Figure 1. Routed clock nets over the placement (run 1).
The bar under the picture is 50 um long.
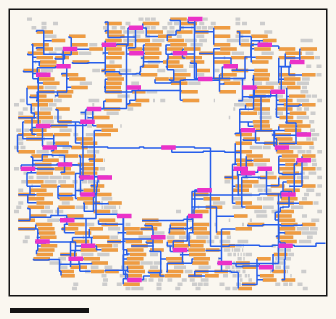
Figure 2. Where the registers sit (run 1).
The bar under the picture is 50 um long. Other sequential cells in the stronger grey, the rest of the logic in the fainter grey.
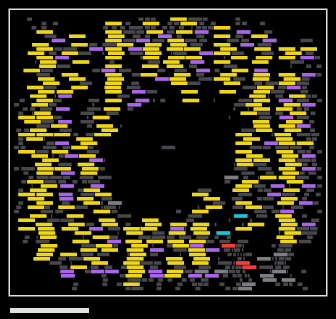
Figure 3. Zoomed window (run 1).
Region (136, 30) to (166, 60) um. Cells in grey, sequential cells in the stronger grey; small squares are vias.
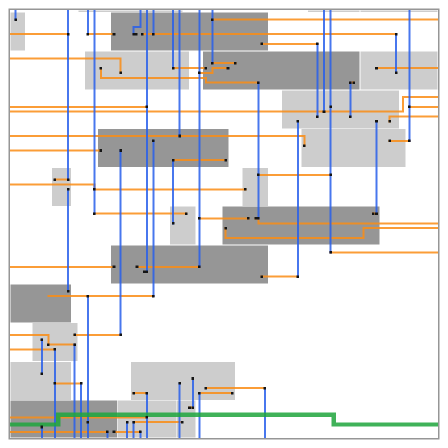
--- src/rtl/crc_clk1_tx_ctrl_pkg.sv ---
// Shared types for the clk_1 CRC job scheduler: job payload layout and FSM encoding.
package crc_clk1_tx_ctrl_pkg;

  localparam int MSG_W = 60;

  // Field order fixes the bit packing of a queued job: {message, mode, crc}.
  typedef struct packed {
    logic [MSG_W-1:0] message;
    logic             mode;
    logic             crc;
  } job_t;

  typedef enum logic [1:0] {
    IDLE = 2'd0,
    REQ  = 2'd1,
    REL  = 2'd2
  } state_t;

  function automatic job_t pack_job(input logic [MSG_W-1:0] message,
                                    input logic mode,
                                    input logic crc);
    job_t j;
    j.message = message;
    j.mode    = mode;
    j.crc     = crc;
    return j;
  endfunction

endpackage

--- src/rtl/crc_clk1_tx_ctrl_if.sv ---
// Upstream job port, clk_2 request/ack pair and status of the clk_1 CRC scheduler.
interface crc_clk1_tx_ctrl_if import crc_clk1_tx_ctrl_pkg::*; #(
  parameter int DEPTH = 4
) ();

  // in_valid/in_ready: a job moves on a clk_1 edge where both are 1; in_valid may be raised
  // without waiting for in_ready. tx_req/rx_ack: 4-phase, payload held from req rise to ack fall.
  logic                      in_valid;
  logic [MSG_W-1:0]          message;
  logic                      mode;
  logic                      CRC;
  logic                      in_ready;
  logic                      tx_req;
  logic [MSG_W-1:0]          tx_message;
  logic                      tx_mode;
  logic                      tx_crc;
  logic                      rx_ack;
  logic                      job_done;
  logic [$clog2(DEPTH)+1:0]  pending;
  logic                      ovf_err;
  state_t                    dbg_state;

  modport master (
    output in_valid, message, mode, CRC, rx_ack,
    input  in_ready, tx_req, tx_message, tx_mode, tx_crc, job_done, pending, ovf_err, dbg_state
  );

  modport slave (
    input  in_valid, message, mode, CRC, rx_ack,
    output in_ready, tx_req, tx_message, tx_mode, tx_crc, job_done, pending, ovf_err, dbg_state
  );

endinterface

--- src/rtl/crc_clk1_tx_ctrl_sync.sv ---
// Multi-flop single-bit synchronizer with asynchronous active-low reset to 0.
module crc_sync_bit #(
  parameter int STAGES = 2
) (
  input  logic clk,
  input  logic rst_n,
  input  logic d,
  output logic q
);

  logic [STAGES-1:0] ff;

  always_ff @(posedge clk or negedge rst_n) begin
    if (!rst_n) ff <= '0;
    else        ff <= {ff[STAGES-2:0], d};
  end

  assign q = ff[STAGES-1];

endmodule

--- src/rtl/crc_clk1_tx_ctrl.sv ---
// clk_1 job scheduler: queues CRC jobs in a small FIFO and issues them one at a time
// to the clk_2 domain over a 4-phase req/ack handshake.
module crc_clk1_tx_ctrl import crc_clk1_tx_ctrl_pkg::*; #(
  parameter int DEPTH       = 4,
  parameter int SYNC_STAGES = 2
) (
  input  logic               clk_1,
  input  logic               rst_n,
  crc_clk1_tx_ctrl_if.slave  bus
);

  localparam int AW = $clog2(DEPTH);
  localparam int CW = AW + 1;

  job_t          mem [DEPTH];
  logic [AW-1:0] wr_ptr, rd_ptr;
  logic [CW-1:0] count, count_nxt;
  logic          in_ready_q, ovf_q;
  logic          ack_sync, push, pop;
  logic          tx_req_q, tx_req_nxt, job_done_q, job_done_nxt;
  job_t          tx_job;
  state_t        state, state_nxt;

  crc_sync_bit #(.STAGES(SYNC_STAGES)) u_ack_sync (
    .clk   (clk_1),
    .rst_n (rst_n),
    .d     (bus.rx_ack),
    .q     (ack_sync)
  );

  // A lingering ack from the previous handshake (or a lagging clk_2 reset) blocks issue.
  assign push      = bus.in_valid && in_ready_q;
  assign pop       = (state == IDLE) && (count != '0) && !ack_sync;
  assign count_nxt = count + CW'(push) - CW'(pop);

  always_ff @(posedge clk_1) begin
    if (push) mem[wr_ptr] <= pack_job(bus.message, bus.mode, bus.CRC);
  end

  always_ff @(posedge clk_1 or negedge rst_n) begin
    if (!rst_n) begin
      wr_ptr     <= '0;
      rd_ptr     <= '0;
      count      <= '0;
      in_ready_q <= 1'b0;
      ovf_q      <= 1'b0;
      tx_job     <= '0;
    end else begin
      if (push) wr_ptr <= wr_ptr + AW'(1);
      if (pop) begin
        rd_ptr <= rd_ptr + AW'(1);
        tx_job <= mem[rd_ptr];
      end
      count      <= count_nxt;
      in_ready_q <= (count_nxt != CW'(DEPTH));
      if (bus.in_valid && !in_ready_q) ovf_q <= 1'b1;
    end
  end

  always_ff @(posedge clk_1 or negedge rst_n) begin
    if (!rst_n) begin
      state      <= IDLE;
      tx_req_q   <= 1'b0;
      job_done_q <= 1'b0;
    end else begin
      state      <= state_nxt;
      tx_req_q   <= tx_req_nxt;
      job_done_q <= job_done_nxt;
    end
  end

  always_comb begin
    state_nxt    = state;
    tx_req_nxt   = 1'b0;
    job_done_nxt = 1'b0;
    unique case (state)
      IDLE: begin
        if (pop) begin
          state_nxt  = REQ;
          tx_req_nxt = 1'b1;
        end
      end
      REQ: begin
        tx_req_nxt = 1'b1;
        if (ack_sync) begin
          tx_req_nxt = 1'b0;
          state_nxt  = REL;
        end
      end
      REL: begin
        if (!ack_sync) begin
          job_done_nxt = 1'b1;
          state_nxt    = IDLE;
        end
      end
      default: state_nxt = IDLE;
    endcase
  end

  assign bus.in_ready   = in_ready_q;
  assign bus.ovf_err    = ovf_q;
  assign bus.tx_req     = tx_req_q;
  assign bus.job_done   = job_done_q;
  assign bus.tx_message = tx_job.message;
  assign bus.tx_mode    = tx_job.mode;
  assign bus.tx_crc     = tx_job.crc;
  assign bus.pending    = {1'b0, count} + (CW+1)'(state != IDLE);
  assign bus.dbg_state  = state;

endmodule

--- src/flat_wrapper.sv ---
// flat-port wrapper written by rule: the top's interface ports become plain ports
module crc_clk1_tx_ctrl_flat import crc_clk1_tx_ctrl_pkg::*;
#(
  parameter int DEPTH       = 4,
  parameter int SYNC_STAGES = 2
)
  (clk_1, rst_n, bus_in_valid, bus_message, bus_mode, bus_CRC, bus_rx_ack, bus_in_ready, bus_tx_req, bus_tx_message, bus_tx_mode, bus_tx_crc, bus_job_done, bus_pending, bus_ovf_err, bus_dbg_state);
  crc_clk1_tx_ctrl_if #(.DEPTH(DEPTH)) bus_i ();
  input  logic clk_1;
  input  logic rst_n;
  input wire logic [$bits(bus_i.in_valid)-1:0] bus_in_valid;
  input wire logic [$bits(bus_i.message)-1:0] bus_message;
  input wire logic [$bits(bus_i.mode)-1:0] bus_mode;
  input wire logic [$bits(bus_i.CRC)-1:0] bus_CRC;
  input wire logic [$bits(bus_i.rx_ack)-1:0] bus_rx_ack;
  output wire logic [$bits(bus_i.in_ready)-1:0] bus_in_ready;
  output wire logic [$bits(bus_i.tx_req)-1:0] bus_tx_req;
  output wire logic [$bits(bus_i.tx_message)-1:0] bus_tx_message;
  output wire logic [$bits(bus_i.tx_mode)-1:0] bus_tx_mode;
  output wire logic [$bits(bus_i.tx_crc)-1:0] bus_tx_crc;
  output wire logic [$bits(bus_i.job_done)-1:0] bus_job_done;
  output wire logic [$bits(bus_i.pending)-1:0] bus_pending;
  output wire logic [$bits(bus_i.ovf_err)-1:0] bus_ovf_err;
  output wire logic [$bits(bus_i.dbg_state)-1:0] bus_dbg_state;
  assign bus_i.in_valid = bus_in_valid;
  assign bus_i.message = bus_message;
  assign bus_i.mode = bus_mode;
  assign bus_i.CRC = bus_CRC;
  assign bus_i.rx_ack = bus_rx_ack;
  assign bus_in_ready = bus_i.in_ready;
  assign bus_tx_req = bus_i.tx_req;
  assign bus_tx_message = bus_i.tx_message;
  assign bus_tx_mode = bus_i.tx_mode;
  assign bus_tx_crc = bus_i.tx_crc;
  assign bus_job_done = bus_i.job_done;
  assign bus_pending = bus_i.pending;
  assign bus_ovf_err = bus_i.ovf_err;
  assign bus_dbg_state = bus_i.dbg_state;
  crc_clk1_tx_ctrl #(.DEPTH(DEPTH), .SYNC_STAGES(SYNC_STAGES)) u_core (.clk_1(clk_1), .rst_n(rst_n), .bus(bus_i));
endmodule
--- config.mk ---
export PLATFORM = sky130hd
export DESIGN_NAME = crc_clk1_tx_ctrl_flat
export DESIGN_NICKNAME = d
export VERILOG_FILES = /design/src/rtl/crc_clk1_tx_ctrl_pkg.sv /design/src/rtl/crc_clk1_tx_ctrl_if.sv /design/src/rtl/crc_clk1_tx_ctrl_sync.sv /design/src/rtl/crc_clk1_tx_ctrl.sv /design/src/flat_wrapper.sv
export SDC_FILE = /design/constraint.sdc
export NUM_CORES = 1
export LEC_CHECK = 0
export CORE_ASPECT_RATIO = 0.9
export CORE_MARGIN = 2
export CORE_UTILIZATION = 35
export CTS_BUF_LIST = sky130_fd_sc_hd__clkbuf_16
export CTS_CLUSTER_SIZE = 8
export DETAILED_ROUTE_END_ITERATION = 16
export GPL_ROUTABILITY_DRIVEN = 0
export GPL_TIMING_DRIVEN = 0
export SLEW_MARGIN = 20
export SYNTH_ARGS = -nofsm -noshare
export SYNTH_HDL_FRONTEND = slang
export SYNTH_SLANG_ARGS = --single-unit
--- constraint.sdc ---
create_clock -name clk_1 -period 6.97 [get_ports clk_1]
set_input_delay 1.394 -clock clk_1 [delete_from_list [all_inputs] [get_ports clk_1]]
set_output_delay 1.394 -clock clk_1 [all_outputs]
set_load 0.02 [all_outputs]
==> flow_metrics.py, run 1 <==
# Auto-generated metrics
metrics = {
    "critical_path": {
        "worst_r2r_path_depth": 11,
        "worstReg2RegStart": "u_core.bus.dbg_state[1]$_DFFE_PN0P_",
        "required_ns": 5.58,
        "worstPathArrival_ns": 2.44,
        "worst-path-buf-inv": 1,
        "critical-path-top-delay-family": "buffers and inverters",
        "cp.depth": 5,
        "worst_r2r_endpoint": "u_core.bus.in_ready$_DFF_PN0_",
        "crit_slowest_cell": "clkdlybuf4s50_1",
        "crit_top_cell": "ha_1",
        "cp_max_fo": 6,
        "critPathLaunch": "u_core.bus.dbg_state[1]$_DFFE_PN0P_",
    },
    "global_route": {
        "overflow": 0,
        "met3_usage_pct": 3.79,
        "grt_pass1_wl_mm": 37.6,
        "grt_max_degree": 42,
        "busiest_layer": "met2",
        "use_met1_pct": 17.0,
        "antenna_found_initial": 0,
        "use_met2_pct": 23.0,
        "globalRouteTotalUtil_pct": 13.6,
    },
    "final_layout": {
        "seqCellArea_um2": 9370,
        "comb.multi_input.count": 160,
        "dominant-cell-class": "sequential cells",
        "signal_buffers": 163,
        "regMostFlops": "u_core.mem",
        "seq_cells": 325,
        "drive_above_1_share_pct": 26.8,
        "antennaDiodeCount": 1,
        "nFillCells": 2914,
        "fin_area_um2": 15600,
        "combGateArea_um2": 2640,
    },
    "power": {
        "pwr_density_cell_nw_per_um2": 456,
        "combPwrFrac_pct": 32.4,
        "power_frac_seq_pct": 39.5,
        "swShare_pct": 28.5,
        "p_comb_mw": 2.31,
        "switching_power_mw": 2.03,
        "power.group.top": "registers",
        "finalPower_mw": 7.13,
    },
    "synthesis": {
        "fp_nets": 591,
        "syn_inst": 515,
        "yosys-top-cells-count": "edfxtp_1, dfrtp_1, mux4_2",
        "ys_chip_area_um2": 12200,
        "top_logic_kind": "multiplexers",
        "synth_top_flop_cell": "edfxtp_1",
        "ys_sh_xor_pct": 0.430,
        "yosys-top-cells-area": "edfxtp_1, dfrtp_1, mux4_2",
        "mux_share_pct": 18.9,
        "edf_count": 248,
        "top_cell_area_share_pct": 61.0,
        "synthMostInstantiatedCell": "edfxtp_1",
    },
    "clocking": {
        "numCtsBuffers": 46,
        "h-tree-depth": 2,
        "clock_sinks": 325,
        "path_clk_slew_ns": 0.05,
        "post_cts_buffers": 0,
        "cts_hold_buf": 0,
    },
    "worst_hold_path": {
        "hold_start": "u_core.u_ack_sync.ff[0]$_DFF_PN0_",
        "hold-path-cell-count": 0,
        "holdPathEnd": "u_core.u_ack_sync.ff[1]$_DFF_PN0_",
    },
    "sta": {
        "fmax_ghz": 0.261,
        "final_max_slew_viol_count": 0,
        "whs_ns": 0.352,
        "period_used_pct": 55.0,
        "worstMarginPinSlew_ns": 0.819,
        "setup_viol": 0,
    },
    "detailed_routing": {
        "wl_met1_mm": 10.2,
        "top_layer": "met4",
        "wl_met3_mm": 1.31,
        "ant_nets": 0,
        "drtIter0Drc": 222,
    },
    "placed_design": {
        "placed_area_um2": 14300,
        "hpwl_mm": 15.0,
        "place_ws_ns": 3.63,
        "placed_cells": 1119,
    },
    "job": {
        "warnings": 29,
    },
    "floorplan": {
        "core-area_um2": 34200,
        "dieArea_um2": 36400,
        "die_w_um": 201,
        "tapcell.inserted": 462,
        "fp.dieH_um": 181,
        "rows": 64,
        "top_level_ports": 138,
    },
    "run_status": {
        "status": "finished, final reports clean",
    },
}
Back to the opening pictures, Figure 1:
- orange: flip-flops (count 325)
- magenta: clock drivers (count 46)
- blue: clock wires (length 4,160 um)
- routed clock nets: 47
Clk. pwr: 2.00 mW
Worst Skew: 0.0112 ns
clk ins delay skew pair: 0.53 ns

Back to the opening pictures, Figure 2:
- cyan: `u_core.rd_ptr` (flops 2)
- yellow: `u_core.mem` (flops 248; where all over the die)
- red: `u_core.count` (flops 3)
- purple: `u_core.bus.tx_message` (flops 60; where all over the die)
- not coloured: 12
fraction of area in registers: 59.9%
Final Util: 45.8%
Seq group: 2.82 mW

Back to the opening pictures, Figure 3:
- blue: metal 2
- orange: metal 1
- green: metal 3
- sequential cells in the window: 6
- netlist names of flops here include: `u_core.mem` (4)
- cells with their middle in the window: 18
- most frequent: buf_12 (4), edfxtp_1 (4)

Figure 4. Cell sizes after repair (run 1).
The bar under the picture is 50 um long.
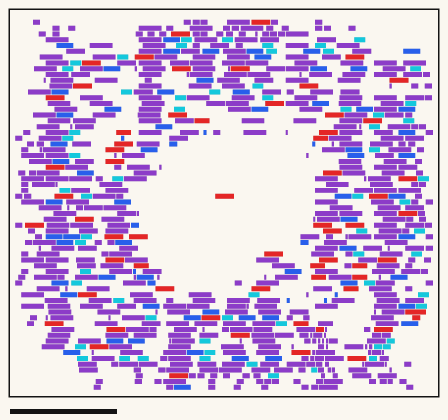

--- run 2 (diff from run 1) ---
==> constraint.sdc (replaced) <==
create_clock -name clk_1 -period 3.1 [get_ports clk_1]
set_input_delay 0.62 -clock clk_1 [delete_from_list [all_inputs] [get_ports clk_1]]
set_output_delay 0.62 -clock clk_1 [all_outputs]
set_load 0.02 [all_outputs]
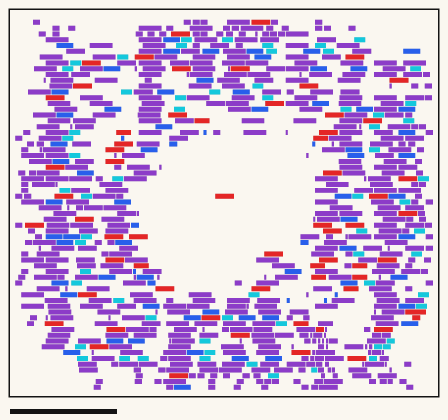
Figure 5: run 2, cell sizes after repair.
The bar under the picture is 50 um long.
- blue: _2 cells (cells 73; share 9.9%; most used mux4_2)
- purple: _0 and _1 cells (cells 540; share 73%; most used edfxtp_1)
- red: _6 and larger (cells 62; share 8.4%; most used clkbuf_16)
- cyan: _3 and _4 cells (cells 63; share 8.5%; most used mux2_4)
Post-Layout Inst Area: 15,600 um2
synthesis-to-layout area growth: 28.1%
nonclk buf count: 163
Final WS setup: 0.142 ns

==> run 2 against run 1 <==
Compared with the run above: final area about the same; largest power group unchanged; worst setup slack worse by 3.0 ns; via count about the same; utilization about the same; clock skew about the same; register-to-register slack worse by 3.9 ns; combinational power up 130%; worst hold slack worse by 0.34 ns; die size unchanged; sequential share of layout area about the same; count of clock-buffer cells in the layout unchanged.
==> flow_metrics.py, run 2 <==
# Auto-generated metrics
metrics = {
    "clocking": {
        "numCtsBuffers": 46,
        "cts_resized": 0,
        "post_cts_buffers": 0,
        "clock_latency_ns": 0.53,
        "cts_hold_buf": 0,
        "clock_sinks": 325,
        "path_clk_slew_ns": 0.05,
        "root_buffer": "clkbuf_16",
        "h-tree-depth": 2,
    },
    "critical_path": {
        "critPathLaunch": "u_core.bus.dbg_state[1]$_DFFE_PN0P_",
        "cp.depth": 4,
        "worst_r2r_endpoint": "u_core.bus.in_ready$_DFF_PN0_",
        "worst-path-buf-inv": 1,
        "worstReg2RegStart": "u_core.bus.dbg_state[1]$_DFFE_PN0P_",
        "crit_top_cell": "ha_1",
        "worst_r2r_path_depth": 11,
        "rrSetupSlack_ns": 0.42,
        "required_ns": 2.48,
        "crit_slowest_cell": "clkdlybuf4s50_1",
        "worstPathArrival_ns": 2.34,
        "cp_max_fo": 6,
        "critical-path-top-delay-family": "buffers and inverters",
    },
    "floorplan": {
        "fp.dieH_um": 181,
        "die_w_um": 201,
        "dieArea_um2": 36400,
        "core-area_um2": 34200,
        "tapcell.inserted": 462,
        "top_level_ports": 138,
        "rows": 64,
    },
    "final_layout": {
        "nFillCells": 2913,
        "drive_above_1_share_pct": 26.8,
        "comb.multi_input.count": 160,
        "regMostFlops": "u_core.mem",
        "antennaDiodeCount": 1,
        "seq_cells": 325,
        "dominant-cell-class": "sequential cells",
        "seq_share_pct": 59.9,
        "combGateArea_um2": 2640,
        "fin_util_pct": 45.8,
    },
    "power": {
        "swShare_pct": 28.5,
        "finalPower_mw": 16.0,
        "combPwrFrac_pct": 32.4,
        "p_comb_mw": 5.20,
        "p_clk_share_pct": 28.0,
        "power_frac_seq_pct": 39.5,
        "pg_seq_mw": 6.34,
        "pwr_density_cell_nw_per_um2": 1020,
        "power.group.top": "registers",
        "leakagePower_nw": 5.77,
        "pg_clk_mw": 4.49,
    },
    "run_status": {
        "status": "finished, final reports clean",
    },
    "detailed_routing": {
        "wl_met3_mm": 1.31,
        "ant_nets": 0,
        "top_layer": "met4",
        "drtIter0Drc": 242,
        "firstDrtPassIters": 4,
        "wl_met1_mm": 10.2,
    },
    "synthesis": {
        "syn_inst": 515,
        "top_cell_area_share_pct": 61.0,
        "synth_top_flop_cell": "edfxtp_1",
        "yosys-top-cells-count": "edfxtp_1, dfrtp_1, mux4_2",
        "edf_count": 248,
        "fp_nets": 591,
        "mux_share_pct": 18.9,
        "top_logic_kind": "multiplexers",
        "ys_chip_area_um2": 12200,
        "yosys-top-cells-area": "edfxtp_1, dfrtp_1, mux4_2",
        "synthMostInstantiatedCell": "edfxtp_1",
        "ys_sh_xor_pct": 0.430,
    },
    "sta": {
        "whs_ns": 0.00766,
        "fmax_ghz": 0.338,
        "final_max_slew_viol_count": 0,
        "period_used_pct": 95.4,
        "worstMarginPinSlew_ns": 0.815,
        "fin_crit_ns": 2.96,
    },
    "global_route": {
        "grt_pass1_wl_mm": 37.6,
        "globalRouteTotalUtil_pct": 13.6,
        "met3_usage_pct": 3.79,
        "grt_pass1_vias": 6447,
        "grt_max_degree": 42,
        "overflow": 0,
        "antenna_found_initial": 0,
        "use_met2_pct": 23.0,
        "busiest_layer": "met2",
        "use_met1_pct": 17.0,
    },
    "job": {
        "warnings": 29,
    },
    "placed_design": {
        "hpwl_mm": 15.0,
        "placed_area_um2": 14300,
        "place_ws_ns": 0.408,
        "placed_cells": 1119,
    },
}
--- run 3 (diff from run 2) ---
--- a/config.mk
+++ b/config.mk
@@ -11,7 +11,7 @@
 export CTS_BUF_LIST = sky130_fd_sc_hd__clkbuf_16
 export CTS_CLUSTER_SIZE = 8
 export DETAILED_ROUTE_END_ITERATION = 16
-export GPL_ROUTABILITY_DRIVEN = 0
+export GPL_ROUTABILITY_DRIVEN = 1
 export GPL_TIMING_DRIVEN = 0
 export SLEW_MARGIN = 20
 export SYNTH_ARGS = -nofsm -noshare
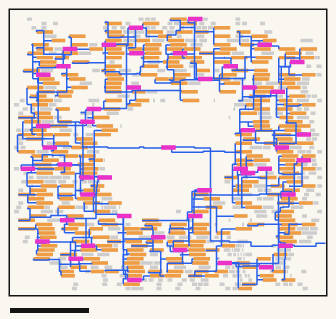
Figure 6: run 3, routed clock nets over the placement.
The bar under the picture is 50 um long.
- magenta: clock drivers (count 46)
- orange: flip-flops (count 325)
- blue: clock wires (length 4,170 um)
- flops lie: all over the die
Clk. pwr: 4.49 mW
Worst Skew: 0.0113 ns

==> run 3 against run 2 <==
Compared with the run above: area after synthesis unchanged; utilization unchanged; highest routed layer unchanged; sequential cell count unchanged; critical endpoint unchanged; synthesized cell count unchanged.
==> flow_metrics.py, run 3 <==
# Auto-generated metrics
metrics = {
    "global_route": {
        "overflow": 0,
        "antenna_found_initial": 0,
        "globalRouteTotalUtil_pct": 13.6,
        "use_met2_pct": 23.0,
        "busiest_layer": "met2",
    },
    "final_layout": {
        "seq_cells": 325,
        "fin_area_um2": 15600,
        "antennaDiodeCount": 1,
        "syn_to_final_growth_pct": 28.1,
        "fin_util_pct": 45.8,
    },
    "placed_design": {
        "placed_area_um2": 14300,
        "hpwl_mm": 15.0,
        "placed_cells": 1119,
    },
    "detailed_routing": {
        "wl_met3_mm": 1.31,
        "firstDrtPassIters": 4,
        "drtIter0Drc": 242,
        "wl_met1_mm": 10.2,
        "ant_nets": 0,
        "top_layer": "met4",
    },
    "synthesis": {
        "edf_count": 248,
        "top_logic_kind": "multiplexers",
        "mux_share_pct": 18.9,
        "ys_sh_xor_pct": 0.430,
        "fp_nets": 591,
        "top_cell_area_share_pct": 61.0,
        "ys_chip_area_um2": 12200,
        "syn_inst": 515,
    },
    "critical_path": {
        "worstPathArrival_ns": 2.34,
        "worst_r2r_path_depth": 11,
        "critical-path-top-delay-family": "buffers and inverters",
    },
    "power": {
        "pwr_density_cell_nw_per_um2": 1020,
        "leakagePower_nw": 5.77,
    },
    "floorplan": {
        "fp.dieH_um": 181,
        "rows": 64,
        "top_level_ports": 138,
    },
    "clocking": {
        "clock_latency_ns": 0.53,
    },
    "run_status": {
        "status": "finished, final reports clean",
    },
    "sta": {
        "fmax_ghz": 0.338,
        "fin_crit_ns": 2.96,
        "final_max_slew_viol_count": 0,
        "layout_setup_ws_ns": 0.142,
    },
    "job": {
        "warnings": 29,
    },
}
Power and IR drop assume default switching activity.
